<file path="config.mk">
export PLATFORM = sky130hd
export DESIGN_NAME = pipe_arbiter_flat
export DESIGN_NICKNAME = d
export VERILOG_FILES = /design/src/rtl/pipe_arbiter_pkg.sv /design/src/rtl/pipe_arbiter_if.sv /design/src/rtl/pipe_arbiter_hold_slot.sv /design/src/rtl/pipe_arbiter.sv /design/src/flat_wrapper.sv
export SDC_FILE = /design/constraint.sdc
export NUM_CORES = 1
export LEC_CHECK = 0
export CORE_MARGIN = 1
export CORE_UTILIZATION = 40
export DETAILED_ROUTE_END_ITERATION = 12
export PLACE_DENSITY = 0.76
export SLEW_MARGIN = 10
export SYNTH_ARGS = -nofsm -noshare
export SYNTH_HDL_FRONTEND = slang
export SYNTH_SLANG_ARGS = --single-unit
</file>
<file path="constraint.sdc">
create_clock -name CLK -period 2.8 [get_ports CLK]
set_input_delay 0.56 -clock CLK [delete_from_list [all_inputs] [get_ports CLK]]
set_output_delay 0.56 -clock CLK [all_outputs]
set_load 0.05 [all_outputs]
</file>
<file path="src/rtl/pipe_arbiter_pkg.sv">
// pipe_arbiter_pkg -- shared constants and types for the pipe proxies.
//   MSG_W   : message width carried on every enq channel
//   NUM_REQ : number of requesters feeding the shared pipe
//   CNT_W   : width of the per-requester forwarded-message counters
package pipe_arbiter_pkg;
  localparam int MSG_W   = 96;
  localparam int NUM_REQ = 2;
  localparam int CNT_W   = 16;

  typedef logic [MSG_W-1:0] msg_t;
  typedef logic [CNT_W-1:0] cnt_t;
endpackage

</file>
<file path="src/rtl/pipe_arbiter_if.sv">
// pipe_arbiter_if -- one enq channel (strobe, message, ready).
//   enq__ENA : producer strobe, only while enq__RDY=1
//   enq_v    : message, valid while enq__ENA=1
//   enq__RDY : consumer can take a message this cycle
// master = producer side, slave = consumer side.
interface pipe_arbiter_if;
  import pipe_arbiter_pkg::*;
  logic enq__ENA;
  msg_t enq_v;
  logic enq__RDY;

  modport master(output enq__ENA, output enq_v, input enq__RDY);
  modport slave (input enq__ENA, input enq_v, output enq__RDY);
endinterface

</file>
<file path="src/rtl/pipe_arbiter_hold_slot.sv">
// pipe_hold_slot -- one-entry holding stage for a single requester.
//   CLK, nRST : clock, synchronous active-low reset
//   in_if     : requester enq channel (slave side)
//   drain     : this slot is being forwarded to the pipe this cycle
//   valid     : slot holds a message
//   hold      : held message
// RDY also covers the drain-and-refill case so one port can stream at
// 1 msg/cycle; during reset RDY reads 1 regardless of stale state.
module pipe_hold_slot
  import pipe_arbiter_pkg::*;
(
  input  logic                  CLK,
  input  logic                  nRST,
  pipe_arbiter_if.slave         in_if,
  input  logic                  drain,
  output logic                  valid,
  output msg_t                  hold
);

  // A refill in the same cycle as a drain wins, so valid stays set.
  always_ff @(posedge CLK) begin
    if (!nRST)                valid <= 1'b0;
    else if (in_if.enq__ENA)  valid <= 1'b1;
    else if (drain)           valid <= 1'b0;
  end

  // Contents are don't-care while invalid, so no reset on the data.
  always_ff @(posedge CLK) begin
    if (in_if.enq__ENA) hold <= in_if.enq_v;
  end

  assign in_if.enq__RDY = !nRST | !valid | drain;

endmodule

</file>
<file path="src/rtl/pipe_arbiter.sv">
// pipe_arbiter -- two requesters share one pipe enq channel.
//   CLK, nRST      : clock, synchronous active-low reset
//   in0, in1       : requester enq channels (slave side)
//   pipe           : shared pipe enq channel (master side)
//   count0, count1 : messages forwarded per requester, wrap mod 2^16
// Each requester lands in a one-entry slot (no combinational bypass);
// ties go to the port that did not win last, so a continuously busy pair
// alternates 0,1,0,1. last only moves on a transfer, so backpressure
// freezes the arbitration state.
module pipe_arbiter
  import pipe_arbiter_pkg::*;
(
  input  logic           CLK,
  input  logic           nRST,
  pipe_arbiter_if.slave  in0,
  pipe_arbiter_if.slave  in1,
  pipe_arbiter_if.master pipe,
  output cnt_t           count0,
  output cnt_t           count1
);

  logic [NUM_REQ-1:0]        valid;
  logic [NUM_REQ-1:0]        drain;
  msg_t                      hold [NUM_REQ];
  logic                      last;
  logic                      grant;
  logic                      any;
  logic                      ena;
  cnt_t [NUM_REQ-1:0]        cnt_q;

  pipe_hold_slot u_slot0 (
    .CLK   (CLK),
    .nRST  (nRST),
    .in_if (in0),
    .drain (drain[0]),
    .valid (valid[0]),
    .hold  (hold[0])
  );

  pipe_hold_slot u_slot1 (
    .CLK   (CLK),
    .nRST  (nRST),
    .in_if (in1),
    .drain (drain[1]),
    .valid (valid[1]),
    .hold  (hold[1])
  );

  // Both valid -> the port that did not win last; else the lone valid port.
  always_comb begin
    grant = valid[1];
    if (&valid) grant = ~last;
  end

  // Gate with nRST so outputs read their reset values during reset even
  // while the slots still hold pre-reset state.
  assign any      = nRST & (|valid);
  assign ena      = any & pipe.enq__RDY;
  assign drain[0] = ena & ~grant;
  assign drain[1] = ena &  grant;

  assign pipe.enq__ENA = ena;
  assign pipe.enq_v    = any ? hold[grant] : '0;

  always_ff @(posedge CLK) begin
    if (!nRST) begin
      last  <= 1'b1;
      cnt_q <= '0;
    end else if (ena) begin
      last         <= grant;
      cnt_q[grant] <= cnt_q[grant] + cnt_t'(1);
    end
  end

  assign count0 = cnt_q[0];
  assign count1 = cnt_q[1];

endmodule

</file>
<file path="src/flat_wrapper.sv">
// flat-port wrapper written by rule: the top's interface ports become plain ports
module pipe_arbiter_flat import pipe_arbiter_pkg::*;
  (CLK, nRST, count0, count1, in0_enq__ENA, in0_enq_v, in0_enq__RDY, in1_enq__ENA, in1_enq_v, in1_enq__RDY, pipe_enq__ENA, pipe_enq_v, pipe_enq__RDY);
  pipe_arbiter_if in0_i ();
  pipe_arbiter_if in1_i ();
  pipe_arbiter_if pipe_i ();
  input  logic CLK;
  input  logic nRST;
  output cnt_t count0;
  output cnt_t count1;
  input wire logic [$bits(in0_i.enq__ENA)-1:0] in0_enq__ENA;
  input wire logic [$bits(in0_i.enq_v)-1:0] in0_enq_v;
  output wire logic [$bits(in0_i.enq__RDY)-1:0] in0_enq__RDY;
  input wire logic [$bits(in1_i.enq__ENA)-1:0] in1_enq__ENA;
  input wire logic [$bits(in1_i.enq_v)-1:0] in1_enq_v;
  output wire logic [$bits(in1_i.enq__RDY)-1:0] in1_enq__RDY;
  output wire logic [$bits(pipe_i.enq__ENA)-1:0] pipe_enq__ENA;
  output wire logic [$bits(pipe_i.enq_v)-1:0] pipe_enq_v;
  input wire logic [$bits(pipe_i.enq__RDY)-1:0] pipe_enq__RDY;
  assign in0_i.enq__ENA = in0_enq__ENA;
  assign in0_i.enq_v = in0_enq_v;
  assign in0_enq__RDY = in0_i.enq__RDY;
  assign in1_i.enq__ENA = in1_enq__ENA;
  assign in1_i.enq_v = in1_enq_v;
  assign in1_enq__RDY = in1_i.enq__RDY;
  assign pipe_enq__ENA = pipe_i.enq__ENA;
  assign pipe_enq_v = pipe_i.enq_v;
  assign pipe_i.enq__RDY = pipe_enq__RDY;
  pipe_arbiter u_core (.CLK(CLK), .nRST(nRST), .in0(in0_i), .in1(in1_i), .pipe(pipe_i), .count0(count0), .count1(count1));
endmodule
</file>
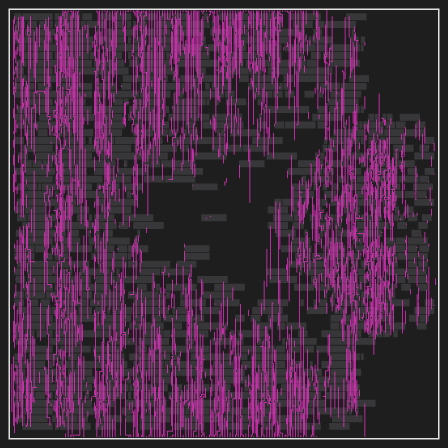
Fig. 1. Met2 routing (run 1).
Cells faint in the background.
share of all routed wire: 53%
main direction: vertical
wire length on this layer: 14100 microns
nets with wire on the layer: 1094
global-route track usage on met2: 40.0%
detailed-route via count: 7019
Routed WL: 26800 microns

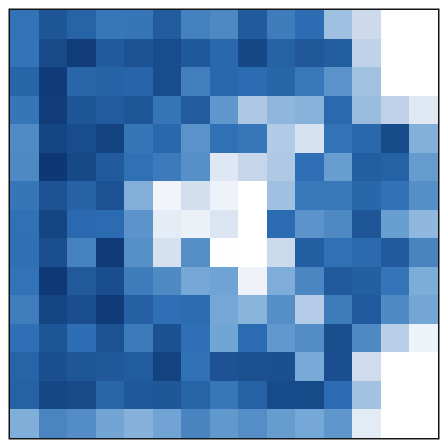
Fig. 2. Cell area per tile (run 1).
15 x 15 tiles, from white (low) to dark blue (high), 0 to 100% covered.
mean over tiles: 62%
emptiest ninth of the die: center
fullest tile: 97%
area of the core region: 0.0218 sq mm
initial core utilization: 40.6%

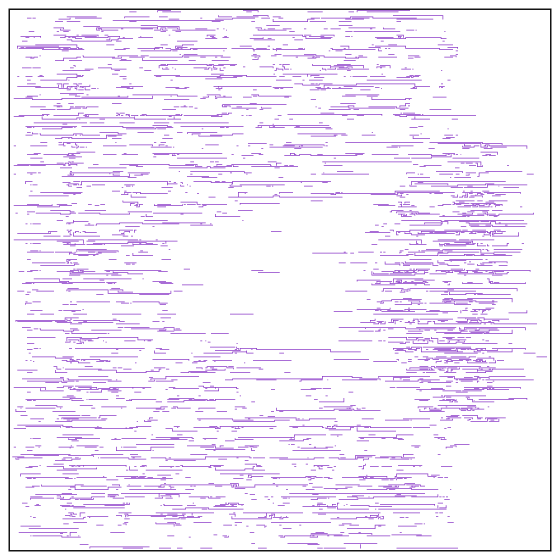
Fig. 3. Met1 routing (run 1).
share of all routed wire: 35%
longest straight run: 37.7 microns
main direction: horizontal
wire length on this layer: 9390 microns
nets with wire on the layer: 1085
met1 capacity usage during global routing: 24.7%

==> summary.txt, run 1 <==
Latest figures from synthesis and place and route.

The run finished with clean final reports. The most numerous cell on the critical path is sky130_fd_sc_hd__buf_12. For the completed layout, the total cell area is recorded as 0.0145 sq mm. The worst hold slack is 0.369 ns. The CTS buffer count is 24. The estimated wirelength of the detail-placed design is 18200 microns. The group that draws the most power in this run is sequential cells. TritonCTS built the clock tree. According to the finish report, the design has a final net count of 1258. The Yosys warning count is 0. The die covers around 0.023 sq mm. Leaving out buffers and inverters, the combinational logic in the layout accounts for 0.00222 sq mm. The worst setup path is captured at an output port. Multi-input gates account for 15.3% of the area. Yosys mapped the design onto 43 distinct sky130hd cell types. The largest total area in the synthesized netlist belongs to sky130_fd_sc_hd__edfxtp_1. Setup repair after global routing left no endpoint under its margin. According to the timing report, the data required time at the worst endpoint equals 2.24 ns.

For reference, the critical path cell chain is clkdlybuf4s50_1, o21ai_4, buf_12, a21oi_1, buf_12. Counting plain and timing-repair buffers in the layout gives around 350. Measured against its own limit, the worst slew margin works out to between 60% and 70%. The main flop type is sky130_fd_sc_hd__edfxtp_1. The via density per instance is 5.17.

met3 track demand over resource after global routing is ~6.7%. The buffer share of cell area is 31.8%. The clock-pin slew on the worst setup and hold paths is 0.06 ns. The quantity of I/O buffers inserted on ports is approximately 330. Looking at the power breakdown, the clock network takes 37.0% of the total. The per-cell routed wire length is 19.7 microns. After synthesis, the cell types taking the most area are sky130_fd_sc_hd__edfxtp_1 (65%), sky130_fd_sc_hd__nand2_1 (9.3%), sky130_fd_sc_hd__dfxtp_1 (7.9%). For the final database, setup skew stands at 0.0116 ns. The analysis attributes to net switching a power of 2140 uW. Along the worst path, the maximum fanout reaches roughly 54. The combined area of all synthesized cells is 0.00884 sq mm.

The combinational share of power is 17.3%. The number of cells on the worst reg-to-reg path is 8. The remaining global-route overflow is 0. The element type at the critical path start is an input port. The last weighted congestion value of the routability-driven placer is 0.926.

The final timing report derives a shortest allowable period of between 2 and 3 ns. The global-route usage over all layers is between 20 and 25%. From bottom edge to top edge, the die measures 151 microns. Per the cell usage report, the commonest logic cells after layout are sky130_fd_sc_hd__clkdlybuf4s50_1 (226), sky130_fd_sc_hd__nand2_1 (219), sky130_fd_sc_hd__edfxtp_1 (192). The buffering stage count on the worst path with inverters included is 3.

The total power divided by cell area is slightly above 600 mW/mm^2. In the final layout, flip-flops and latches take up 44.8% of the cell area. The count of inserted tapcells is between 200 and 300. The total nets after synthesis is approximately 920. The non-filler instance count after layout is 1358.

The leakage power is 0.00527 uW. The library cell used most frequently in the layout, excluding fill and tap cells, is sky130_fd_sc_hd__clkdlybuf4s50_1. The CTS root buffer is sky130_fd_sc_hd__clkbuf_16.

The total cells reported by yosys after synthesis is between 700 and 800. Power attributed to sequential cells is between 3000 and 4000 uW. Cell internal power was estimated by the tool at approximately 6600 uW. The number of detailed-route iterations in the first pass is 7. The flip-flop and latch count after synthesis is ~230. The number of antenna violations at the first check in global routing is 0. The worst flop-to-flop path endpoint is u_core.count0[12].

The arrival time of data at the worst endpoint is listed as 2.17 ns. The total area of sequential cells is 0.00647 sq mm. The number of diodes is 0. The detailed-route DRC error count is 0.

Registers are responsible for 45.7% of the overall power. The delay contributed by the slowest stage of the critical path is roughly 0.70 ns. The average cell area after synthesis is 12.2 sq um. The number of filler instances in the final layout is 1513. Per the GRT log, the top usage layer is met2. The routed metal-1 wire length is 9390 microns.

The share of final layout cell area taken by clock buffers and inverters is around 5.5%. Across the run, the number of max-cap violations was 0. The final max-slew violation count is 0.

The length of routed met2 wiring is 14100 microns. The highest routed metal layer is met4. Summing all placed instances gives a cell area of 0.0135 sq mm. In the hold report, the worst path ends at u_core.u_slot0.hold[43]. Setup violations remaining at the end of the flow were counted as 0. The power report lists the clock group at ~3200 uW. The setup TNS is 0 ns.

The combinational logic power is 1510 uW.
==> run 1: cells by family after synthesis <==
kind of cell	Yosys count	share of synthesized area, %
AOI/OAI and AO/OA	142	8.49
xor gates and xnor gates	8	0.793
adders and majority gates	1	0.142
buffers and inverters	47	2.08
DFF	227	73.2
muxes	9	1.05
and+or+nand+nor	292	14.3
==> run 1: synthesized netlist by cell type, drive strengths merged, types with 2 or more instances <==
cell type / instances
or4: 5
xor2: 3
nand2: 219
o21ai: 14
a21oi: 115
nand3: 11
and4: 6
and2: 5
edfxtp: 192
inv: 4
mux2i: 7
o31ai: 5
a21boi: 2
dfxtp: 35
mux2: 2
xnor2: 5
nor3: 3
nand4: 6
clkbuf: 29
buf: 13
nand2b: 5
nor2: 12
or3: 13
nor4: 2
==> run 1: how the worst max path moves through the flow <==
stage	from	to	slack, ns
6_report	nRST	pipe_enq_v[40]	0.07
5_1_grt	u_core.u_slot1.valid	pipe_enq_v[93]	0.03
4_1_cts	u_core.u_slot1.valid	pipe_enq_v[61]	0.006
3_5_place_dp	nRST	u_core.count0[12]	0.13
3_3_place_gp	nRST	pipe_enq_v[81]	0.16
2_1_floorplan	u_core.u_slot0.valid	u_core.count0[12]	0.02
==> run 1: flip-flops by register name, summed over array words and instances (netlist names) <==
| name | cells |
|---|---|
| u_core.u_slot0.hold | 96 |
| u_core.u_slot1.hold | 96 |
| u_core.count0 | 16 |
| u_core.count1 | 16 |
| u_core.last | 1 |
| u_core.u_slot0.valid | 1 |
| u_core.u_slot1.valid | 1 |
==> run 1: repair_timing <==
item,CTS,global route
gates resized,1,2
cloned,0,2
setup buffers,0,5
pin swaps,0,1
setup endpoints to repair,20,22
==> run 2, diff against run 1 <==
--- a/config.mk
+++ b/config.mk
@@ -12,4 +12,5 @@
 export SLEW_MARGIN = 10
 export SYNTH_ARGS = -nofsm -noshare
 export SYNTH_HDL_FRONTEND = slang
+export SYNTH_HIERARCHICAL = 1
 export SYNTH_SLANG_ARGS = --single-unit
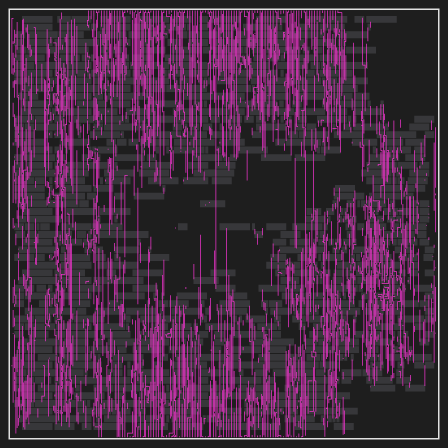
Fig. 4. Met2 routing (run 2).
Cells faint in the background.
wire length on this layer: 14500 microns
main direction: vertical
longest straight run: 78.7 microns
nets with wire on the layer: 1081
share of all routed wire: 53%
global-route track usage on met2: 42.2%
Routed WL: 27500 microns
detailed-route via count: 7071

==> run 2 against run 1 <==
Utilization increased by 0.24 points; power increased by 0.40%; die area increased by 1.2%; synthesized cell count increased by 1.4%; final area increased by 0.98%; area after synthesis increased by 1.3%; hold slack improved by 0.094 ns; final cell count increased by 0.74%; wire length increased by 2.5%; combinational power increased by 3%; worst setup slack improved by 0.029 ns; highest routed layer unchanged.
==> summary.txt, run 2 <==
Latest figures from synthesis and place and route.

The achievable frequency is 370 MHz. The timing report attributes the biggest portion of critical-path delay to AND-OR/OR-AND gates. The worst pin sits at a relative slew slack of 59.5%.

The via density per instance is 5.17. By area the synthesized netlist is led by sky130_fd_sc_hd__edfxtp_1 (64%), sky130_fd_sc_hd__nand2_1 (9.4%), sky130_fd_sc_hd__dfxtp_1 (7.8%). In this run, the combinational gates consume 17.8% of the power. The cell sequence reported for the critical path is a21bo_4, buf_12, nand2_1, a21oi_1, buf_12. The leakage power is 0.00540 uW. The number of global-route vias before repair is 7319. The most instantiated logic cell after routing is sky130_fd_sc_hd__clkdlybuf4s50_1.

The delay contributed by the slowest stage of the critical path is roughly 0.43 ns. According to the dpl log, the detail-placed design has an HPWL of 18500 microns. The total area of sequential cells is 0.00647 sq mm. The most numerous cell on the critical path is sky130_fd_sc_hd__buf_12. Along the worst path, the maximum fanout reaches 65. The non-filler instance count after layout is 1368. The Yosys warning count is 6. The first TritonRoute pass finished after 5 iterations. The area inside the core boundary is 0.0219 sq mm.

Looking at the cell usage after synthesis, the top flip-flop cell is sky130_fd_sc_hd__edfxtp_1. met1 track demand over resource after global routing is 26.4%. Cell internal power was estimated by the tool at 6570 uW. The cell type with the highest aggregate area in the netlist is sky130_fd_sc_hd__edfxtp_1. Counting I/O delays and the setup requirement, the final critical path takes ~2.7 ns. The worst setup path is captured at an output port.

The multi-input combinational cells in the finished layout cover a total of around 0.0024 sq mm. Ranked by power, first place goes to sequential cells. The flip-flop and latch count after synthesis is 227. The element type at the critical path start is a flop.

The die is 152 microns tall. Counting the buffers created by CTS gives 26. The per-cell routed wire length is approximately 20 microns. The chip occupies 0.0230 sq mm. The global routing report lists met3 layer usage as 6.62%. The top cell type's share of synthesized area is 64.4%.

The detailed-route DRC error count is 0. The largest registers in the layout are u_core/u_slot0/hold (96), u_core/u_slot1/hold (96). Port buffering added 327 buffers. Summing every instance area after synthesis gives 0.00895 sq mm.

The initial core utilization is approximately two fifths. The number of buffers and inverters on the critical path is 2. The switching component of the power is 2190 uW. The data arrival at the endpoint of the critical path is 2.14 ns. The worst flop-to-flop path endpoint is u_core/count0[10]. Sorting the synthesized cells by how often they occur yields sky130_fd_sc_hd__nand2_1 (224), sky130_fd_sc_hd__edfxtp_1 (192), sky130_fd_sc_hd__a21oi_1 (102). The global routing report lists combined usage of all routing layers as around a quarter.

After its last routability iteration, the placer logged a weighted congestion of 0.884. The highest-utilization routing layer at the global route stage is met2. The end point of the most critical hold path is u_core/u_slot0/hold[55].

The worst clock skew is 0.0129 ns. The placed cell area is 0.0137 sq mm. The CTS root buffer is sky130_fd_sc_hd__clkbuf_16. The count of endpoints failing setup in the final report is 0. The CTS tree is yes. The power in the clock group is ~3200 uW. For the final routed database, the setup TNS stands at 0 ns. After detailed routing, the met2 layer carries approximately 15000 microns of wire. Synthesis produced a netlist with a net count of 934. The most repeated cell in the gate-level netlist after synthesis is sky130_fd_sc_hd__nand2_1. After global routing the overflow that remains totals 0. The worst register-to-register path has a depth of 9.

The total cells reported by yosys after synthesis is 736. The OpenROAD report gives the critical path a required time of 2.24 ns. The synthesized netlist contains 50 unique library cells. In the final routing, the length of wire on met1 measures 10100 microns. The layout has 1517 filler cells. The post-route cell area is 0.0146 sq mm. Each instance of the synthesized netlist takes up on average 12.2 sq um. The net count of the finished layout is approximately 1300. Of the total power, the clock network draws 36.6%. The number of antenna violations at the first check in global routing was 1. The flow ran to the end, and the final reports show no timing, DRC or antenna violations.

The H-tree depth is 1. The library cells used most frequently in the layout, excluding fill and tap cells, are sky130_fd_sc_hd__clkdlybuf4s50_1 (226), sky130_fd_sc_hd__nand2_1 (224), sky130_fd_sc_hd__edfxtp_1 (192).
[run 2: cell count changes in the layout (fill, tap and decap cells not counted), sizes merged, moves of 5 or more]
cell    change
a21oi      -13
and4        -6
clkinv      +5
mux2i       -5
nand2       +5
o211ai      +8
or3         -9
[run 2: worst max path at each step]
stage                     slack, ns           endpoint  cells after the start            startpoint
after floorplan                0.01  u_core/count0[10]                     13  u_core/u_slot1/valid
after global placement         0.11     pipe_enq_v[37]                      5                  nRST
after detailed placement       0.08     pipe_enq_v[37]                      5                  nRST
after CTS                     0.003     pipe_enq_v[40]                      5           u_core/last
after global routing          -0.02       in1_enq__RDY                      7  u_core/u_slot1/valid
final                           0.1     pipe_enq_v[81]                      5           u_core/last
[run 2: per-stage QoR]
step | utilization [%] | hold WS [ns]
floorplan | - | 0.555
CTS | 66.3 | 0.440
finish | 66.7 | 0.462
global route | 66.7 | 0.444
detailed placement | 62.4 | 0.482
global placement | 62.4 | 0.465
[run 2: logic make-up (layout without fill, tap and decap cells)]
kind of cell / count (synthesis) / in the layout / share of synthesized area (%)
compound gates: 158 / 158 / 9.98
mux: 2 / 2 / 0.224
simple gates: 288 / 288 / 14.2
buf+inv: 51 / 402 / 2.36
fa+ha+maj: 1 / 1 / 0.140
flops: 227 / 227 / 72.2
other cells: 0 / 1 / 0
xor+xnor: 9 / 9 / 0.881
[run 2: final cells by class]
class                           instances  share of cell area [%]
Tap cell                              280                    2.40
Timing Repair Buffer                  352                    31.5
Clock inverter                         13                   0.729
Sequential cell                       227                    44.3
Inverter                                6                   0.154
Clock buffer                           31                    4.73
Multi-Input combinational cell        458                    16.2
Antenna cell                            1                  0.0171
[run 2: repair_timing]
item | 4_1_cts | 5_1_grt
cloned | 1 | 1
resized | 9 | 13
endpoints found under the setup margin | 61 | 48
buffers inserted | 0 | 1
==> run 3, diff against run 2 <==
--- a/config.mk
+++ b/config.mk
@@ -8,6 +8,7 @@
 export CORE_MARGIN = 1
 export CORE_UTILIZATION = 40
 export DETAILED_ROUTE_END_ITERATION = 12
+export GPL_TIMING_DRIVEN = 0
 export PLACE_DENSITY = 0.76
 export SLEW_MARGIN = 10
 export SYNTH_ARGS = -nofsm -noshare
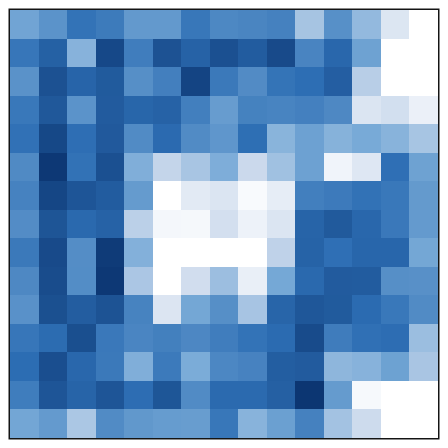
Fig. 5. Cell area per tile (run 3).
15 x 15 tiles, from white (low) to dark blue (high), 0 to 100% covered.
fullest tile: 98%
nearly empty tiles: 6.7%
tiles over 75% full: 30%
emptiest ninth of the die: center
mean over tiles: 58%
initial core utilization: 40.9%
Layout Utilization: 62.1%
area of the core region: 0.0219 sq mm

==> run 3 against run 2 <==
Non-clock buffer count is 43 higher; clock-buffer cell count is 1 lower; first-iteration DRC count is 19% higher; critical endpoint is now u_core/count1[12]; largest cell class unchanged; highest routed layer unchanged.
==> summary.txt, run 3 <==
Latest figures from synthesis and place and route.

The flow ran to the end, and the final reports show no timing, DRC or antenna violations. After layout, the setup clock skew is reported as 0.0109 ns. In the synthesized netlist the dominant register cell turns out to be sky130_fd_sc_hd__edfxtp_1. Data on the critical path arrives at its endpoint at 3.19 ns. The per-cell routed wire length is 19.3 microns. The post-synthesis share of cell area spent on xor and xnor gates is 0.881%. The net count of the finished layout is 1311. The combined area of all synthesized cells is 0.00895 sq mm. For reference, the top cells by area after synthesis are sky130_fd_sc_hd__edfxtp_1 (64%), sky130_fd_sc_hd__nand2_1 (9.4%), sky130_fd_sc_hd__dfxtp_1 (7.8%).

The repair_antennas step left the layout with diodes totalling 0. The detailed router placed between 7000 and 8000 vias in this run. For this run, the number of Yosys warnings is 6.

In the log, the iteration count for the first detailed-route pass is 5. Per STA, the highest per-stage delay on the worst path measures 0.37 ns. Routability-driven placement finished with a final weighted congestion of 0.858. Yosys mapped the design onto 50 distinct sky130hd cell types. The achievable frequency is 364 MHz. The die extent in y is 152 microns. The leakage power is 0.00524 uW. Among all cell types in the netlist, the one instantiated most often is sky130_fd_sc_hd__nand2_1. The total cells reported by yosys after synthesis is 736.

The worst setup path is captured at a flop. The critical path depth in cells is 15. The via density per instance is 5.19. The CTS root buffer is sky130_fd_sc_hd__clkbuf_16. The number of antenna violations at the first check in global routing is 0. The clock-pin slew on the worst setup and hold paths is around 0.060 ns.

Excluding fillers, the count of instances in the completed layout stands at 1411. Setup repair after global routing could not meet its margin everywhere. The synthesized design spends more area on one cell type than any other, namely sky130_fd_sc_hd__edfxtp_1. Logic depth along the worst register-to-register path is recorded as 15. Once detailed placement completed, the half-perimeter wirelength came to 18600 microns. Yosys reports that the most numerous cell types are sky130_fd_sc_hd__nand2_1 (224), sky130_fd_sc_hd__edfxtp_1 (192), sky130_fd_sc_hd__a21oi_1 (102). Across all hold checks on the routed design, the worst slack comes to 0.458 ns.

The remaining global-route overflow is 0. The total of max-cap violations is 0. In the final report, the number of endpoints failing setup comes to 0.

In this run the cell area measured after placement is roughly 0.013 sq mm. OpenSTA lists the critical path endpoint as u_core/count1[12]. TritonCTS created 25 clock buffers. The fraction of the mapped netlist area in simple logic gates is about 14%. Total global-route track usage over all layers is 22.7%. The top cell type's share of synthesized area is roughly 64%. For reference, compound AND-OR and OR-AND cells occupy 9.98% of the area reported after synthesis.

The die area is 0.0230 sq mm. The kind of cell adding the most delay to the critical path is buffers and inverters. TritonCTS built the clock tree.

The final max-slew violation count is 0. Yosys reports the multiplexer fraction of the synthesized area as 0.224%. Among logic cells in the layout, the one with the most instances is sky130_fd_sc_hd__clkdlybuf4s50_1. The buffering stage count on the worst path with inverters included is 6. The largest non-sequential cell family by area is simple AND/OR/NAND/NOR gates.
==> run 3: cell types whose count changed in the layout (fill, tap and decap cells not counted), sizes merged, moves of 2 or more <==
| cell | change |
|---|---|
| clkdlybuf4s15 | +3 |
| dlygate4sd2 | +2 |
| clkinvlp | +2 |
| buf | +9 |
| clkbuf | +29 |
| clkinv | +2 |
==> run 3: how the worst min path moves through the flow <==
| stage | startpoint | end | slack (ns) | depth (start not counted) |
|---|---|---|---|---|
| floorplan | u_core/last | u_core/last | 0.56 | 2 |
| global placement | u_core/count0[15] | u_core/count0[15] | 0.47 | 1 |
| detailed placement | u_core/count0[15] | u_core/count0[15] | 0.47 | 1 |
| CTS | in0_enq__ENA | u_core/u_slot0/hold[60] | 0.45 | 1 |
| global route | in0_enq__ENA | u_core/u_slot0/hold[61] | 0.46 | 1 |
| finish | in0_enq__ENA | u_core/u_slot0/hold[57] | 0.46 | 1 |
==> run 3: repair_timing <==
action                                  4_1_cts  5_1_grt
endpoints found under the setup margin      109       16
pin swaps                                     0        2
setup buffers                                15        7
cloned                                        0        1
gates resized                               649       12
==> run 3: layout make-up <==
type	instances	area [sq um]
flip-flops and latches	227	6480
inverters	6	26.3
clock buffers	30	644
plain buffers	43	388
multi-input cells	458	2360
well taps	280	350
clock inverters	15	96.3
fillers	1719	8290
repair buffers	352	3260
==> run 3: metal layers <==
layer / GRT usage [%] / wire length (microns) / part of all wire [%]
met1: 26.9 / 10100 / 37
met2: 40.0 / 14000 / 51
met3: 6.05 / 2410 / 8.8
met4: 7.33 / 803 / 2.9
met5: 0 / 0 / 0
==> run 3: power breakdown <==
group | internal (uW) | leakage (uW) | switching [uW] | total, uW
combinational | 528 | 0.00271 | 780 | 1310
sequential | 3920 | 0.00216 | 66.9 | 3990
clock | 1720 | 0.000367 | 1280 | 3000
Power is estimated from default activity; no workload was simulated.
